## config.mk

```make
export PLATFORM = sky130hd
export DESIGN_NAME = uart_tx_fifo_flat
export DESIGN_NICKNAME = d
export VERILOG_FILES = /design/src/rtl/uart_tx_fifo_if.sv /design/src/rtl/uart_tx_fifo.sv /design/src/flat_wrapper.sv
export SDC_FILE = /design/constraint.sdc
export NUM_CORES = 1
export LEC_CHECK = 0
export CORE_MARGIN = 10
export CORE_UTILIZATION = 60
export DETAILED_ROUTE_END_ITERATION = 10
export PLACE_DENSITY_LB_ADDON = 0.12
export SYNTH_ARGS = -nofsm -noshare
export SYNTH_HDL_FRONTEND = slang
export SYNTH_SLANG_ARGS = --single-unit
```

## constraint.sdc

```tcl
create_clock -name clk -period 8.8 [get_ports clk]
set_input_delay 2.64 -clock clk [delete_from_list [all_inputs] [get_ports clk]]
set_output_delay 2.64 -clock clk [all_outputs]
set_load 0.02 [all_outputs]
```

## src/rtl/uart_tx_fifo_if.sv

```systemverilog
// Byte-write handshake into the UART transmit FIFO.
// The producer drives data/valid; the FIFO answers with ready.
interface uart_tx_fifo_if;
   logic [7:0] wr_data;
   logic       wr_valid;
   logic       wr_ready;

   modport master (output wr_data, output wr_valid, input wr_ready);
   modport slave  (input wr_data, input wr_valid, output wr_ready);
endinterface

```

## src/rtl/uart_tx_fifo.sv

```systemverilog
// 8N1 UART transmitter fed by a small circular byte FIFO.
// A frame starts two edges after a byte lands in an empty FIFO; queued bytes go out back-to-back.
module uart_tx_fifo #(
   parameter int CLK_DIV    = 5208,
   parameter int FIFO_DEPTH = 8
) (
   input  logic             clk,
   input  logic             rst,
   uart_tx_fifo_if.slave    wr,
   output logic             txd,
   output logic             busy,
   output logic [4:0]       fifo_count
);

   localparam int          PTR_W    = $clog2(FIFO_DEPTH);
   localparam logic [15:0] DIV_LAST = 16'(CLK_DIV - 1);
   localparam logic [4:0]  DEPTH    = 5'(FIFO_DEPTH);

   typedef enum logic [1:0] {IDLE, START, DATA, STOP} state_t;

   logic [7:0]       mem_q [FIFO_DEPTH];
   logic [PTR_W-1:0] wr_ptr_q, wr_ptr_d;
   logic [PTR_W-1:0] rd_ptr_q, rd_ptr_d;
   logic [4:0]       count_q, count_d;
   state_t           state_q, state_d;
   logic [15:0]      cnt_q, cnt_d;
   logic [2:0]       bit_idx_q, bit_idx_d;
   logic [7:0]       shift_q, shift_d;
   logic             txd_q, txd_d;
   logic             push, pop, bit_done;

   // Ready depends only on the registered count, so a same-cycle pop never frees a full FIFO.
   assign wr.wr_ready = (count_q != DEPTH);
   assign push        = wr.wr_valid && wr.wr_ready && !rst;
   assign bit_done    = (cnt_q == DIV_LAST);

   // NOTE: every variable gets a default before the case so no path leaves it unassigned (no latch).
   always_comb begin
      state_d   = state_q;
      cnt_d     = cnt_q;
      bit_idx_d = bit_idx_q;
      shift_d   = shift_q;
      pop       = 1'b0;
      case (state_q)
         IDLE: begin
            cnt_d = '0;
            if (count_q != 5'd0) begin
               pop     = 1'b1;
               shift_d = mem_q[rd_ptr_q];
               state_d = START;
            end
         end
         START: begin
            if (bit_done) begin
               cnt_d     = '0;
               bit_idx_d = '0;
               state_d   = DATA;
            end else begin
               cnt_d = cnt_q + 16'd1;
            end
         end
         DATA: begin
            if (bit_done) begin
               cnt_d   = '0;
               shift_d = {1'b0, shift_q[7:1]};
               if (bit_idx_q == 3'd7) begin
                  state_d = STOP;
               end else begin
                  bit_idx_d = bit_idx_q + 3'd1;
               end
            end else begin
               cnt_d = cnt_q + 16'd1;
            end
         end
         STOP: begin
            if (bit_done) begin
               cnt_d = '0;
               if (count_q != 5'd0) begin
                  pop     = 1'b1;
                  shift_d = mem_q[rd_ptr_q];
                  state_d = START;
               end else begin
                  state_d = IDLE;
               end
            end else begin
               cnt_d = cnt_q + 16'd1;
            end
         end
         default: state_d = IDLE;
      endcase
   end

   // The line follows the current state, registered, so it trails the FSM by one cycle.
   always_comb begin
      case (state_q)
         START:   txd_d = 1'b0;
         DATA:    txd_d = shift_q[0];
         default: txd_d = 1'b1;
      endcase
   end

   always_comb begin
      wr_ptr_d = push ? wr_ptr_q + PTR_W'(1) : wr_ptr_q;
      rd_ptr_d = pop  ? rd_ptr_q + PTR_W'(1) : rd_ptr_q;
      case ({push, pop})
         2'b10:   count_d = count_q + 5'd1;
         2'b01:   count_d = count_q - 5'd1;
         default: count_d = count_q;
      endcase
   end

   // NOTE: sequential state uses non-blocking assignments so all flops update together at the edge.
   always_ff @(posedge clk) begin
      if (rst) begin
         state_q   <= IDLE;
         txd_q     <= 1'b1;
         count_q   <= '0;
         wr_ptr_q  <= '0;
         rd_ptr_q  <= '0;
         cnt_q     <= '0;
         bit_idx_q <= '0;
         shift_q   <= '0;
      end else begin
         state_q   <= state_d;
         txd_q     <= txd_d;
         count_q   <= count_d;
         wr_ptr_q  <= wr_ptr_d;
         rd_ptr_q  <= rd_ptr_d;
         cnt_q     <= cnt_d;
         bit_idx_q <= bit_idx_d;
         shift_q   <= shift_d;
      end
   end

   // NOTE: storage is not reset; the count and pointers alone decide which entries are valid.
   always_ff @(posedge clk) begin
      if (push) mem_q[wr_ptr_q] <= wr.wr_data;
   end

   assign txd        = txd_q;
   assign busy       = (state_q != IDLE) || (count_q != 5'd0);
   assign fifo_count = count_q;

endmodule

```

## src/flat_wrapper.sv

```systemverilog
// flat-port wrapper written by rule: the top's interface ports become plain ports
module uart_tx_fifo_flat 
#(
   parameter int CLK_DIV    = 5208,
   parameter int FIFO_DEPTH = 8
)
  (clk, rst, txd, busy, fifo_count, wr_wr_data, wr_wr_valid, wr_wr_ready);
  uart_tx_fifo_if wr_i ();
  input  logic clk;
  input  logic rst;
  output logic txd;
  output logic busy;
  output logic [4:0] fifo_count;
  input wire logic [$bits(wr_i.wr_data)-1:0] wr_wr_data;
  input wire logic [$bits(wr_i.wr_valid)-1:0] wr_wr_valid;
  output wire logic [$bits(wr_i.wr_ready)-1:0] wr_wr_ready;
  assign wr_i.wr_data = wr_wr_data;
  assign wr_i.wr_valid = wr_wr_valid;
  assign wr_wr_ready = wr_i.wr_ready;
  uart_tx_fifo #(.CLK_DIV(CLK_DIV), .FIFO_DEPTH(FIFO_DEPTH)) u_core (.clk(clk), .rst(rst), .wr(wr_i), .txd(txd), .busy(busy), .fifo_count(fifo_count));
endmodule
```

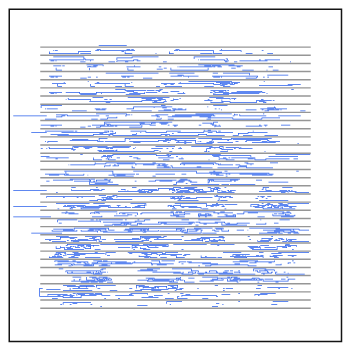
Fig. 1. Metal 1.
(3 px per um) Supply wires on this layer in grey.
- main direction: horizontal
- share of all routed wire: 46%
- longest straight run: 24.1 um
- wire length on this layer: 4290 um
- nets with wire on the layer: 416

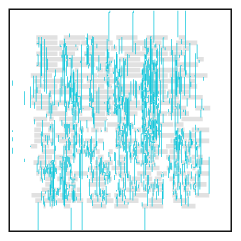
Fig. 2. Signal wires on met2.
(2 px per um)
- main direction: vertical
- share of all routed wire: 46%
- longest straight run: 37.9 um
- nets with wire on the layer: 368

==> flow_summary_export.csv <==
group,metric,value,unit
logic_synthesis,synthCells,404,
cells_and_area,mostFrequentLayoutCells,"edfxtp_1 (64), dfxtp_1 (44), nor2_1 (30)",
logic_synthesis,ys_seq_elements,108,
logic_synthesis,ys_cells,404,
logic_synthesis,avgSynthCellArea,12.11,um^2
hold_path,min-delay-start,"u_core.cnt_q[0]",
run_status,outcome,"complete, no violations",
floorplanning,fp-utilization,62.32,%
sta,worst_hold_slack,453.9,ps
critical_path,cp_max_fo,30,
logic_synthesis,logic_family,"simple AND/OR/NAND/NOR gates",
sta,hold_violations,0,
critical_path,r2r_end,"u_core.fifo_count[4]",
drt,firstDrtPassIters,5,
critical_path,crit_type,"input pin to register",
floorplanning,num_tap_cells,102,
critical_path,critPathLaunch,"rst",
critical_path,crit_path_end,"u_core.fifo_count[2]",
drt,met1_length,4290,um
cells_and_area,drive_gt1_share,8.873,%
power_and_ir_drop,p_clk,299,uW
critical_path,r2r_slack,5320,ps
global_route,grt_pass1_wl,15300,um
drt,routedWlPerCell,17.93,um
critical_path,crit_family,"buffers and inverters",
critical_path,ff2ff_path_depth,10,
logic_synthesis,synth_top_cell_by_count,"edfxtp_1",
floorplanning,placementRows,32,
flow_run,warnings,32,
cts,cts_max_level,3,
power_and_ir_drop,leakage,0.001759,uW
cells_and_area,inverters_excl_clock,7,
cells_and_area,num-fill-cells,614,
cells_and_area,stdcell_area,5303,um^2
floorplanning,die_w,110.3,um
global_route,globalRoute.totalOverflow,0,
cts,cts_buffers,9,
sta,fmax,188.2,MHz
drt,highest_layer,"met4",
logic_synthesis,synth_chip_area,4891,um^2
cells_and_area,area_dominant_class,"flip-flops and latches",
logic_synthesis,synth-edff-count,64,
power_and_ir_drop,switching_share,36.30,%
sta,fin_tns_setup,0,ps
cells_and_area,largest_reg_flops,64,
power_and_ir_drop,p_switching,507.1,uW
hold_path,holdPathStages,1,
cts,clock_latency,390,ps
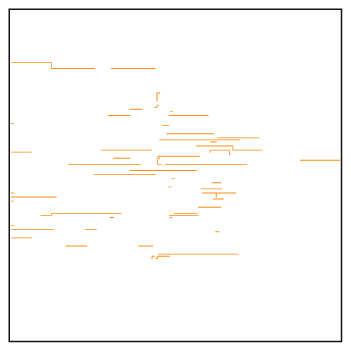
Fig. 3. The metal 3 layer.
(3 px per um)
- longest straight run: 27.1 um
- nets with wire on the layer: 39
- share of all routed wire: 5.2%
WL final: 9305 um
grt met3 use: 4.701%
Via Count: 3183

Power figures rest on the tool's default switching activity, not on a simulated workload.
